<file path="src/rtl/wide_add_sequencer.sv">
// wide_add_sequencer: performs a WORD_W*NUM_WORDS-bit addition on one shared
// WORD_W-bit adder that lives outside this block. Each RUN cycle feeds one word
// (least significant first) and captures one word of the sum. The carry out of
// each word is fed back as the carry in of the next word.
module wide_add_sequencer #(
  parameter int WORD_W    = 64,
  parameter int NUM_WORDS = 4
) (
  input  logic                        clk,
  input  logic                        rst,
  // request side
  input  logic                        req_valid,
  output logic                        req_ready,
  input  logic [WORD_W*NUM_WORDS-1:0] req_a,
  input  logic [WORD_W*NUM_WORDS-1:0] req_b,
  input  logic                        req_cin,
  // shared adder
  output logic [WORD_W-1:0]           add_in1,
  output logic [WORD_W-1:0]           add_in2,
  output logic                        add_cin,
  input  logic [WORD_W-1:0]           add_sum,
  input  logic                        add_cout,
  // response side
  output logic                        rsp_valid,
  input  logic                        rsp_ready,
  output logic [WORD_W*NUM_WORDS-1:0] rsp_sum,
  output logic                        rsp_cout
);

  localparam int W     = WORD_W * NUM_WORDS;
  localparam int IDX_W = $clog2(NUM_WORDS);
  localparam logic [IDX_W-1:0] LAST_IDX = IDX_W'(NUM_WORDS - 1);

  typedef enum logic [1:0] {
    IDLE,
    RUN,
    DONE
  } state_t;

  state_t           state_q, state_d;
  logic [W-1:0]     a_q, b_q;
  logic             carry_q;
  logic [IDX_W-1:0] idx_q;
  logic             last_word;

  assign last_word = (idx_q == LAST_IDX);

  // State register; reset takes priority over any handshake on the same edge.
  // NOTE: sequential state uses non-blocking (<=) so every register samples
  // pre-edge values; blocking (=) here would create order-dependent races.
  always_ff @(posedge clk) begin
    if (rst) state_q <= IDLE;
    else     state_q <= state_d;
  end

  // Next state, handshake flags and adder drive; the adder sees zeros outside RUN.
  // NOTE: every output gets a default before the case, so no path leaves a
  // signal unassigned and no latch is inferred.
  always_comb begin
    state_d   = state_q;
    req_ready = 1'b0;
    rsp_valid = 1'b0;
    add_in1   = '0;
    add_in2   = '0;
    add_cin   = 1'b0;
    unique case (state_q)
      IDLE: begin
        req_ready = 1'b1;
        if (req_valid) state_d = RUN;
      end
      RUN: begin
        add_in1 = a_q[int'(idx_q)*WORD_W +: WORD_W];
        add_in2 = b_q[int'(idx_q)*WORD_W +: WORD_W];
        add_cin = carry_q;
        if (last_word) state_d = DONE;
      end
      DONE: begin
        rsp_valid = 1'b1;
        if (rsp_ready) state_d = IDLE;
      end
      default: state_d = IDLE;
    endcase
  end

  // Operand capture at accept; these are only read in RUN, after a fresh load.
  // NOTE: wide data registers are deliberately left without reset: their
  // contents are never observed before an accept overwrites them.
  always_ff @(posedge clk) begin
    if (state_q == IDLE && req_valid) begin
      a_q <= req_a;
      b_q <= req_b;
    end
  end

  // Carry chain, word index and result accumulation.
  always_ff @(posedge clk) begin
    if (rst) begin
      carry_q  <= 1'b0;
      idx_q    <= '0;
      rsp_sum  <= '0;
      rsp_cout <= 1'b0;
    end else begin
      unique case (state_q)
        IDLE: begin
          if (req_valid) begin
            carry_q <= req_cin;
            idx_q   <= '0;
            rsp_sum <= '0;
          end
        end
        RUN: begin
          rsp_sum[int'(idx_q)*WORD_W +: WORD_W] <= add_sum;
          carry_q <= add_cout;
          if (last_word) rsp_cout <= add_cout;
          else           idx_q    <= idx_q + 1'b1;
        end
        default: ;
      endcase
    end
  end

endmodule

</file>
<file path="config.mk">
export PLATFORM = sky130hd
export DESIGN_NAME = wide_add_sequencer
export DESIGN_NICKNAME = d
export VERILOG_FILES = /design/src/rtl/wide_add_sequencer.sv
export SDC_FILE = /design/constraint.sdc
export NUM_CORES = 1
export LEC_CHECK = 0
export ABC_AREA = 1
export CAP_MARGIN = 40
export CORE_AREA = 2 2 379 381
export CTS_BUF_LIST = sky130_fd_sc_hd__clkbuf_4 sky130_fd_sc_hd__clkbuf_8
export CTS_CLUSTER_DIAMETER = 120
export DETAILED_ROUTE_END_ITERATION = 7
export DIE_AREA = 0 0 381 383
export PLACE_DENSITY_LB_ADDON = 0.05
export SLEW_MARGIN = 20
export SYNTH_ARGS = -nofsm -noshare
export SYNTH_HDL_FRONTEND = slang
export SYNTH_SLANG_ARGS = --single-unit
</file>
<file path="constraint.sdc">
create_clock -name clk -period 15.9 [get_ports clk]
set_clock_uncertainty 0.2 [all_clocks]
set_input_delay 3.18 -clock clk [delete_from_list [all_inputs] [get_ports clk]]
set_output_delay 3.18 -clock clk [all_outputs]
set_load 0.02 [all_outputs]
</file>
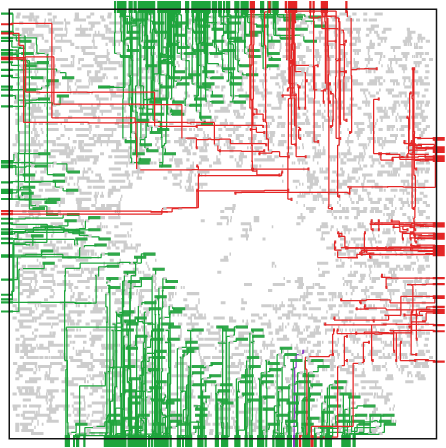
run_1/port_nets.png
colour	port	bits	direction	edge	end cells	buffers	wire
green	req_b	256	input	126 south, 93 north, 37 west	256	256	16500 microns
red	add_sum	64	input	35 east, 20 north, 6 west, 3 south	128	64	7810 microns
purple	rsp_ready	1	input	south	1	1	81.5 microns

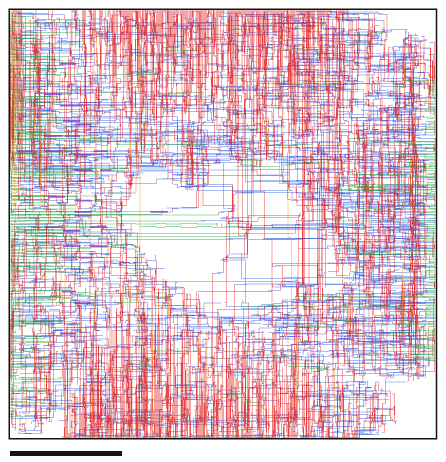
run_1/metal_stack.png
Scale bar: 100 microns.
colour	layer	wire length
orange	met4	3200 microns
red	met2	76.2 mm
green	met3	13100 microns
purple	met5	387 microns
blue	met1	57.0 mm

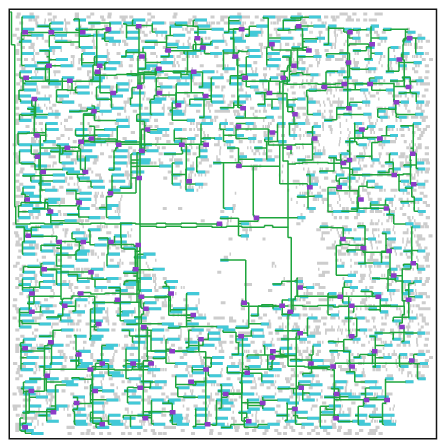
run_1/clock_map.png
[green] clock wires | length: 14400 microns
[cyan] flip-flops | count: 774
[purple] cells driving clock nets | count: 156
flops lie	spread over the die
routed clock nets	157
Clock power frac: 41.5%
Skew-Pair Late Insertion Delay: 0.86 ns
Clock net power: 2.09 mW

==> CHANGELOG.md, run 1 <==
### Metrics

- P_comb: ~660 uW
- Initial antenna violation count: between 60 and 70
- Tool Warnings: 43
- Library cells used by synthesis: 21
- Largest net degree at the start of global routing: approximately 150
- Area of the mapped netlist: about 31000 sq um
- Crit. Startpoint: idx_q[0]
- Seq pwr share: 45.3%
- Peak VDD IR: around 0.06 mV
- Clk sink count: 774
- Clock transition at path regs: approximately 0.05 ns
- Setup bufs post-CTS: 0
- Critical Path End: add_in1[27]
- Port Buffers: between 900 and 1000
- Post-synth top area share: between 40% and 50%
- Die Span Y: between 300 and 400 microns
- Type of the most critical hold path: register to register
- Outcome: finished, final reports clean
- Biggest regs: a_q: 256 flops, b_q: 256 flops, rsp_sum: 256 flops
- Simple Share, Synth: between 20% and 30%
- Setup TNS: 0 ns
- Cell with the most instances after synthesis: nand2_1
- Final Hold Viols: 0
- Post-synth seq share: 65.82%
- Post-synthesis async set-or-reset flop share: 0%
- Worst slew pin tran: 0.9053 ns
- Slowest CP cell: dfxtp_4
- Highest-power group: sequential cells
- Critical path's most frequent cell: nor2_1
- Flops after synth: approximately 770
- DRC Markers: 0
- Top cell type by total area after synthesis: edfxtp_1
- Post-synth EDFFs: between 500 and 600
- # setup viols final: 0
- Std-Cell Rows: between 100 and 150
- P_leak: 17.09 nW
- Vias after detailed routing: ~27000
- Worst R2R End: rsp_sum[80]
- IO Pins: just under 1000
- MUX area fraction: 0%
- Switching power: approximately 1.4 mW
- Final period utilization: around 49%
- DPL Wire Length: ~100000 microns
- Fin nets: 4780
- Post-DRT Antenna Nets: 0
- Worst setup EP type: output pin
- Power Density: 108.9 nW/um^2
- First DRT Iteration DRCs: around 1200
- CTS buffer count: approximately 160
- Max Cap Viol: 0
- Hold Path Sink: rsp_cout
- Post-CTS Resized: 0
- FF-to-FF setup slack: around 12 ns
- Maximum clock insertion buffer count: 3
- Yosys warnings: 0
- Mapped Cells: approximately 3300
- Data arrival time of the critical path: approximately 4.5 ns
- Crit path time final: roughly 7.8 ns
- Buf/Inv on CP: 3
- Core Footprint: about 140000 sq um
- Worst R2R Start: idx_q[0]
- Total wire length: approximately 150000 microns
- Int Power: 3.681 mW
- Drt wl/cell: 24.08 microns
==> run 1: metrics by stage <==
step	area (sq um)	worst slack (ns)	hold WS [ns]	instances	util, %
2_1_floorplan	31330	1.528	0.2997	3251	-
3_3_place_gp	42650	8.186	0.2570	5918	29.98
3_5_place_dp	43060	8.824	0.2620	5935	30.27
4_1_cts	46110	7.775	0.2685	6206	32.41
5_1_grt	46180	7.700	0.2941	6215	32.46
6_report	46190	8.075	0.2624	6221	32.47
==> run 1: area by class of cell <==
type / count / area share [%]
timing repair buffer: 1017 / 22.57
antenna: 13 / 0.07042
clock inverter: 32 / 0.4713
clock buffer: 239 / 6.146
sequential: 774 / 44.65
tap: 1903 / 5.154
inverter: 85 / 0.7394
multi-input combinational: 2158 / 20.20
==> run 1: per-layer routing <==
metal  wire length (microns)  vias to the layer above  share of wire (%)  track usage, %
met3                   13060                      279                8.7           8.381
met1                   57020                    12620                 38           21.65
li1                        -                    12750                  -               -
met2                   76160                      832                 51           35.15
met5                     387                        -               0.26               0
met4                    3195                       60                2.1           5.182
==> run 1: worst register-to-register path, delay by kind of cell, from the launching register on <==
kind / cells / cell delay [ns]
and+or+nand+nor: 3 / 1.15
AOI/OAI and AO/OA: 1 / 0.16
buffers and inverters: 3 / 1.43
DFF: 1 / 0.74
adders and majority gates: 1 / 0.51
==> run 1: cell usage in the layout (no fill, tap or decap), types with 6 or more instances in the layout <==
cell             count
clkdlybuf4s50_1    968
nand2_1            906
edfxtp_1           512
nor2_1             511
a21oi_1            329
dfxtp_1            261
nand3_1            207
clkbuf_8           168
o21ai_0            128
inv_1               77
clkbuf_4            72
nand3b_1            58
buf_4               25
clkinv_1            16
diode_2             13
buf_12              13
buf_16              10
nor2_4               6
ha_1                 6
==> run 2: changes to the inputs <==
--- a/config.mk
+++ b/config.mk
@@ -7,11 +7,11 @@
 export LEC_CHECK = 0
 export ABC_AREA = 1
 export CAP_MARGIN = 40
-export CORE_AREA = 2 2 379 381
+export CORE_AREA = 2 2 373 375
 export CTS_BUF_LIST = sky130_fd_sc_hd__clkbuf_4 sky130_fd_sc_hd__clkbuf_8
 export CTS_CLUSTER_DIAMETER = 120
 export DETAILED_ROUTE_END_ITERATION = 7
-export DIE_AREA = 0 0 381 383
+export DIE_AREA = 0 0 375 377
 export PLACE_DENSITY_LB_ADDON = 0.05
 export SLEW_MARGIN = 20
 export SYNTH_ARGS = -nofsm -noshare
==> constraint.sdc (replaced) <==
create_clock -name clk -period 6.6 [get_ports clk]
set_clock_uncertainty 0.2 [all_clocks]
set_input_delay 1.32 -clock clk [delete_from_list [all_inputs] [get_ports clk]]
set_output_delay 1.32 -clock clk [all_outputs]
set_load 0.02 [all_outputs]
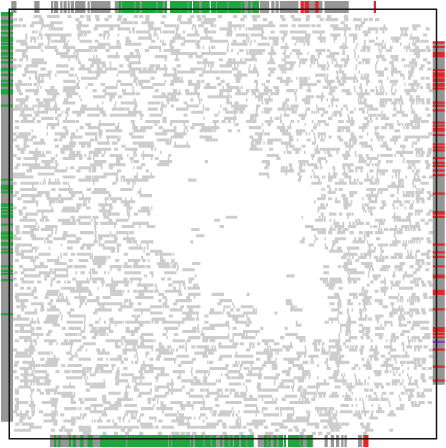
run_2/pins.png
Pins as bars across the die edge, other pins in grey.
colour	port	pins	direction	edge
green	req_b	256	input	127 south, 77 north, 52 west
purple	rsp_ready	1	input	east
red	add_sum	64	input	52 east, 8 north, 4 south

==> CHANGELOG.md, run 2 <==
### Metrics

- Library cells used by synthesis: 21 (unchanged)
- Setup TNS: 0 ns (unchanged)
- Tool Warnings: 60 (+40%)
- Initial antenna violation count: 74 (+8.8%)
- Placer Congestion: around 0.84
- Skew-Pair Late Insertion Delay: 0.83 ns (-0.03 ns)
- Area of the mapped netlist: 31330 sq um (unchanged)
- Fin nets: 4774 (-0.13%)
- Yosys warnings: 0 (unchanged)
- Setup Crit Path Kind: register to output pin
- Max Cap Viol: 0 (unchanged)
- CTS buffer count: 153 (-1.9%)
- Grt total ovfl: 0
- Flops after synth: 774 (unchanged)
- Final core utilization: 33.35% (+0.88 points)
- Mapped Cells: 3251 (unchanged)
- Hold buffer count at cts: 0
- Post-synth EDFFs: 512 (unchanged)
- Most area-consuming cells after synthesis: edfxtp_1 49%, dfxtp_1 17%, nand2_1 11%, nor2_1 6.1%, a21oi_1 5.3%
- Top cell type by total area after synthesis: edfxtp_1
- Port Buffers: 969 (unchanged)
- Cell with the most instances after synthesis: nand2_1
- Placed instance area: 42810 sq um (-0.58%)
- Peak VDD IR: 0.1752 mV (+190%)
- Fill count: 14180
- Slowest CP cell: clkdlybuf4s50_1
- # setup viols final: 0 (unchanged)
- Vias in the first global route: roughly 27000
- Drt first pass iters: 7
- Final Total Pwr: approximately 12 mW
- Hold slack: 0.2812 ns (+0.01883 ns)
- Data arrival time of the critical path: 3.97 ns (-0.48 ns)
- Layout Cells excl Fill: 6088 (-2.1%)
- Main flop type: edfxtp_1
- Dpl cells: 5824 (-1.9%)
- Post-synthesis async set-or-reset flop share: 0% (unchanged)
- Initial Util: a little under a quarter
- Worst setup EP type: output pin
- Post-CTS Resized: 0 (unchanged)
- Cell depth of the worst setup path: 6
- Post-synth top area share: 49.08% (unchanged)
- Clock transition at path regs: 0.06 ns (about the same)
- RSZ-0062 raised after global routing: false
- Core Footprint: 137000 sq um (-3.7%)
- IO Pins: 970 (unchanged)
- Worst path max stage delay: between 0.7 and 0.8 ns
- Setup bufs post-CTS: 0 (unchanged)
- Worst slew pin tran: 1.117 ns (+0.2113 ns)
- Post-DRT Antenna Nets: 0 (unchanged)
- Final period utilization: 83.17%
- Final Hold Viols: 0 (unchanged)
- Hold depth: 2
- Largest net degree at the start of global routing: 191 (+28%)
- Biggest regs: a_q: 256 flops, b_q: 256 flops, rsp_sum: 256 flops
- Crit path time final: 5.489 ns
- Maximum clock insertion buffer count: 3 (unchanged)
- Final instance area: 45690 sq um (-1.1%)
- DRC Markers: 0 (unchanged)
- # H-tree levels: 4
- DPL Wire Length: 99330 microns (-5.1%)
- First DRT Iteration DRCs: 1793 (+48%)
- P_leak: 16.88 nW (-1.2%)
- Critical path launch point type: register
- Clk sink count: 774 (unchanged)
- Buf/Inv on CP: 4 (+1)
- DP Worst Slack: 1.930 ns (-6.893 ns)
- Top cell excl fill/tap: clkdlybuf4s50_1
- Power Density: 258.2 nW/um^2 (+140%)
- Rel. slew slack: about 26%
- Horiz. Die Dim: approximately 380 microns
- Final WS setup: 1.111 ns (-6.964 ns)
- Type of the most critical hold path: register to register
- Die Span Y: 377 microns (-1.6%)
- Std-Cell Rows: 136 (-2.2%)
- Commonest cells after routing, fill and taps aside: 968 x clkdlybuf4s50_1, 906 x nand2_1, 512 x edfxtp_1
- Largest fanout on the critical path: 100
- Post-synth seq share: 65.82% (unchanged)
- CTS tree: done
- Outcome: finished, final reports clean
- Die Area: approximately 140000 sq um
- First-pass GRT wire length: 201100 microns
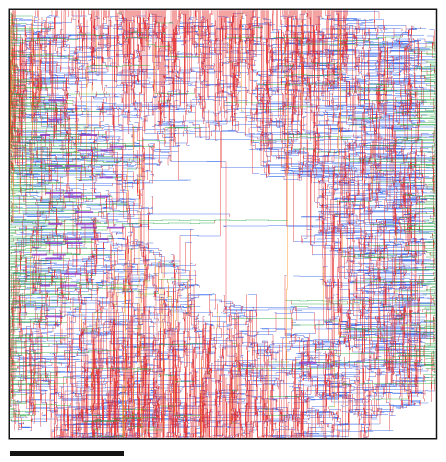
run_2/metal_stack.png
Scale bar: 100 microns.
colour	layer	wire length
purple	met5	385 microns
red	met2	70.3 mm
blue	met1	57.1 mm
orange	met4	3450 microns
green	met3	12600 microns
drt wl/cell: 23.63 microns
Tot GR Track Use: 19.81%
vias after detailed routing: 26760
total wire length: 143900 microns

## run 2: cell types whose count changed in the layout (fill, tap and decap cells not counted), sizes merged
cell / previous run / this run
buf: 48 / 46
clkbuf: 240 / 215
clkinvlp: 4 / 3
diode: 13 / 19
inv: 89 / 87
## run 2: cell families (layout without fill, tap and decap cells)
group | after synthesis | after routing | synth area share (%)
simple gates | 1695 | 1695 | 21.98
flops | 774 | 774 | 65.82
compound gates | 457 | 457 | 7.301
buf+inv | 319 | 1343 | 4.653
fa+ha+maj | 6 | 6 | 0.2396
other cells | 0 | 19 | 0
## run 2: final cells by class
cell class | instances | area (sq um) | area share (%)
well taps | 1794 | 2245 | 4.913
multi-input cells | 2158 | 9320 | 20.40
inverters | 85 | 337.8 | 0.7394
diodes | 19 | 47.55 | 0.1041
repair buffers | 1014 | 10310 | 22.56
clock buffers | 215 | 2628 | 5.751
flip-flops and latches | 774 | 20620 | 45.14
clock inverters | 29 | 176.4 | 0.3862
## run 2: path summary, 6_finish.rpt
path / from / end / slack [ns]
worst min-delay path: rsp_sum[252] / rsp_sum[252] / 0.28
worst min register to register: rsp_sum[252] / rsp_sum[252] / 0.28
worst max register to register: idx_q[0] / rsp_sum[243] / 2.95
worst max-delay path: idx_q[0] / add_in2[32] / 1.11
## run 2: report_power, final
part / switching (mW) / leakage, nW / total, mW / internal (mW)
logic: 0.902 / 8.40 / 1.57 / 0.668
registers: 0.0733 / 7.00 / 5.50 / 5.43
clock network: 2.16 / 1.49 / 4.72 / 2.56
## run 2: tightest hold or removal path: stages, from the launching register on
cell	delay (ns)
dfxtp_1	0.31
nand3_1	0.07
a21oi_1	0.06
## run 2: layer usage
metal	routed length [microns]	track usage, %
met5	384	0
met4	3448	5.485
met3	12610	7.608
met2	70320	33.81
met1	57130	23.05
==> run 3: changes to the inputs <==
--- a/config.mk
+++ b/config.mk
@@ -7,11 +7,11 @@
 export LEC_CHECK = 0
 export ABC_AREA = 1
 export CAP_MARGIN = 40
-export CORE_AREA = 2 2 373 375
+export CORE_AREA = 2 2 379 381
 export CTS_BUF_LIST = sky130_fd_sc_hd__clkbuf_4 sky130_fd_sc_hd__clkbuf_8
 export CTS_CLUSTER_DIAMETER = 120
 export DETAILED_ROUTE_END_ITERATION = 7
-export DIE_AREA = 0 0 375 377
+export DIE_AREA = 0 0 381 383
 export PLACE_DENSITY_LB_ADDON = 0.05
 export SLEW_MARGIN = 20
 export SYNTH_ARGS = -nofsm -noshare
==> constraint.sdc (replaced) <==
create_clock -name clk -period 5.65 [get_ports clk]
set_clock_uncertainty 0.2 [all_clocks]
set_input_delay 1.13 -clock clk [delete_from_list [all_inputs] [get_ports clk]]
set_output_delay 1.13 -clock clk [all_outputs]
set_load 0.02 [all_outputs]
==> CHANGELOG.md, run 3 <==
### Metrics

- Type of the most critical hold path: register to register
- Main flop type: edfxtp_1
- Fa+ha+maj area frac: 0.2396% (unchanged)
- Met1 Use GR: 22.79% (-0.26 points)
- AO/OA Area Share: 7.301% (unchanged)
- Data arrival time of the critical path: 3.72 ns (-0.25 ns)
- Commonest cells after routing, fill and taps aside: 968 x clkdlybuf4s50_1, 906 x nand2_1, 512 x edfxtp_1
- Tool Warnings: 41 (-32%)
- Outcome: finished, final reports clean
- Tot GR Track Use: 20.30% (+0.50 points)
- Worst R2R End: rsp_sum[186]
- Min-delay src: rsp_cout
- Main logic family: simple AND/OR/NAND/NOR gates
- Initial antenna violation count: 63 (-15%)
- Vias in the first global route: 27220 (+1.9%)
- Most Crowded Layer GR: met2
- P_leak: 17.04 nW (+0.94%)
- DP Worst Slack: 1.365 ns (-0.5655 ns)
- First DRT Iteration DRCs: 1500 (-16%)
- Top cell excl fill/tap: clkdlybuf4s50_1
- Buf/Inv on CP: 3 (-1)
- Flops after synth: 774 (unchanged)
- Power Density: 304.6 nW/um^2 (+18%)
- Vias after detailed routing: 26670 (-0.34%)
- Area of the mapped netlist: 31330 sq um (unchanged)
- Post-DRT Antenna Nets: 0 (unchanged)
- Grt total ovfl: 0 (unchanged)
- GR Util met3: 7.148% (-0.46 points)
- RSZ-0062 raised after global routing: false
- DPL Wire Length: 109500 microns (+10%)
- Die Area: 145900 sq um (+3.2%)
- Cell with the most instances after synthesis: nand2_1
- Hold depth: 2 (unchanged)
- Hold buffer count at cts: 0 (unchanged)
- Setup Crit Path Kind: register to output pin
- DRC Markers: 0 (unchanged)
- Worst slew pin tran: 1.083 ns (-0.03358 ns)
- Worst setup EP type: output pin
- Peak VDD IR: 0.1742 mV (-0.54%)
- Hold Path Sink: rsp_cout
- Max Cap Viol: 0 (unchanged)
- Slowest CP cell: dfxtp_1
- FF-to-FF setup slack: 2.09 ns (-0.86 ns)
- Dpl cells: 5946 (+2.1%)
- Mapped Cells: 3251 (unchanged)
- # setup viols final: 0 (unchanged)
- Library cells used by synthesis: 21 (unchanged)
- Final WS setup: 0.5992 ns (-0.5117 ns)
- Final instance area: 46140 sq um (+1.0%)
- Initial Util: 22.02% (-0.85 points)
- Critical path launch point type: register
- CTS buffer count: 154 (+0.65%)
- Post-CTS Resized: 0 (unchanged)
- Rel. slew slack: 27.80% (+2.2 points)
- Yosys warnings: 0 (unchanged)
- Post-synth EDFFs: 512 (unchanged)
- Final Hold Viols: 0 (unchanged)
- Most area-consuming cells after synthesis: edfxtp_1 49%, dfxtp_1 17%, nand2_1 11%, nor2_1 6.1%, a21oi_1 5.3%
- Clk sink count: 774 (unchanged)
- Horiz. Die Dim: 381 microns (+1.6%)
- Crit path time final: between 5 and 6 ns
- Largest fanout on the critical path: 39 (-61%)
==> run 3: logic make-up (layout without fill, tap and decap cells) <==
group,count (synthesis),in the layout
DFF,774,774
and+or+nand+nor,1695,1695
buffers and inverters,319,1380
other,0,24
AOI/OAI and AO/OA,457,457
adders and majority gates,6,6
==> run 3: where the power goes <==
| part | internal (mW) | leakage (nW) | total (mW) | switching, mW |
|---|---|---|---|---|
| registers | 6.34 | 7.00 | 6.41 | 0.0743 |
| logic | 0.790 | 8.46 | 1.89 | 1.10 |
| clock network | 3.13 | 1.59 | 5.76 | 2.62 |
==> run 3: worst max path at each step <==
stage / startpoint / cells past startpoint / to
final: state_q[0] / 5 / add_in1[52]
after detailed placement: state_q[0] / 5 / add_in1[52]
after floorplan: req_valid / 3 / a_q[0]
after global routing: state_q[0] / 5 / add_in1[52]
after global placement: req_valid / 7 / carry_q
after CTS: state_q[0] / 5 / add_in1[52]
==> run 3: routing by layer <==
layer | up-vias | part of all wire (%)
li1 | 12760 | -
met1 | 12760 | 39
met2 | 856 | 51
met3 | 250 | 7.4
met4 | 50 | 2.2
met5 | - | 0.22
==> run 3: layout make-up <==
class	count	area (sq um)	area share, %
Tap cell	1903	2381	5.160
Timing Repair Buffer	1026	10410	22.56
Clock inverter	38	220.2	0.4772
Sequential cell	774	20620	44.70
Clock buffer	231	2779	6.023
Multi-Input combinational cell	2158	9328	20.22
Inverter	85	339.1	0.7349
Antenna cell	24	60.06	0.1302
==> run 3: worst min-delay path, delay by kind of cell (launching register included) <==
kind / cells / cell delay (ns)
DFF: 1 / 0.31
AOI/OAI and AO/OA: 1 / 0.05
and+or+nand+nor: 1 / 0.06
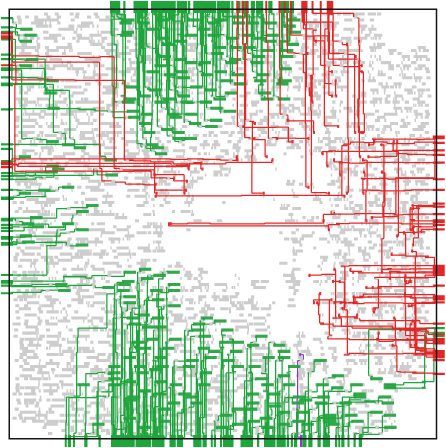
run_3/port_nets.png
colour	port	bits	direction	edge	end cells	buffers	wire
green	req_b	256	input	123 south, 95 north, 35 west, 3 east	256	256	16600 microns
purple	rsp_ready	1	input	south	1	1	82.2 microns
red	add_sum	64	input	40 east, 17 north, 7 west	128	64	8500 microns
Port Buffers: 969
IO Pins: 970

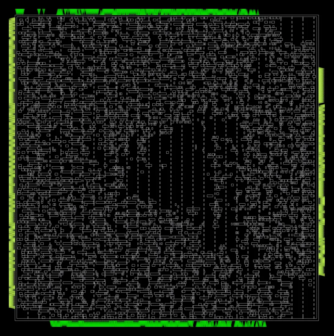
run_3/final_placement.png
fill count: 15020
sequential cell area share: 44.70%
Std-Cell Rows: 139
final core utilization: 32.43%
Layout Cells excl Fill: 6239

No activity file was given, so power comes from the tool's default toggle rates.
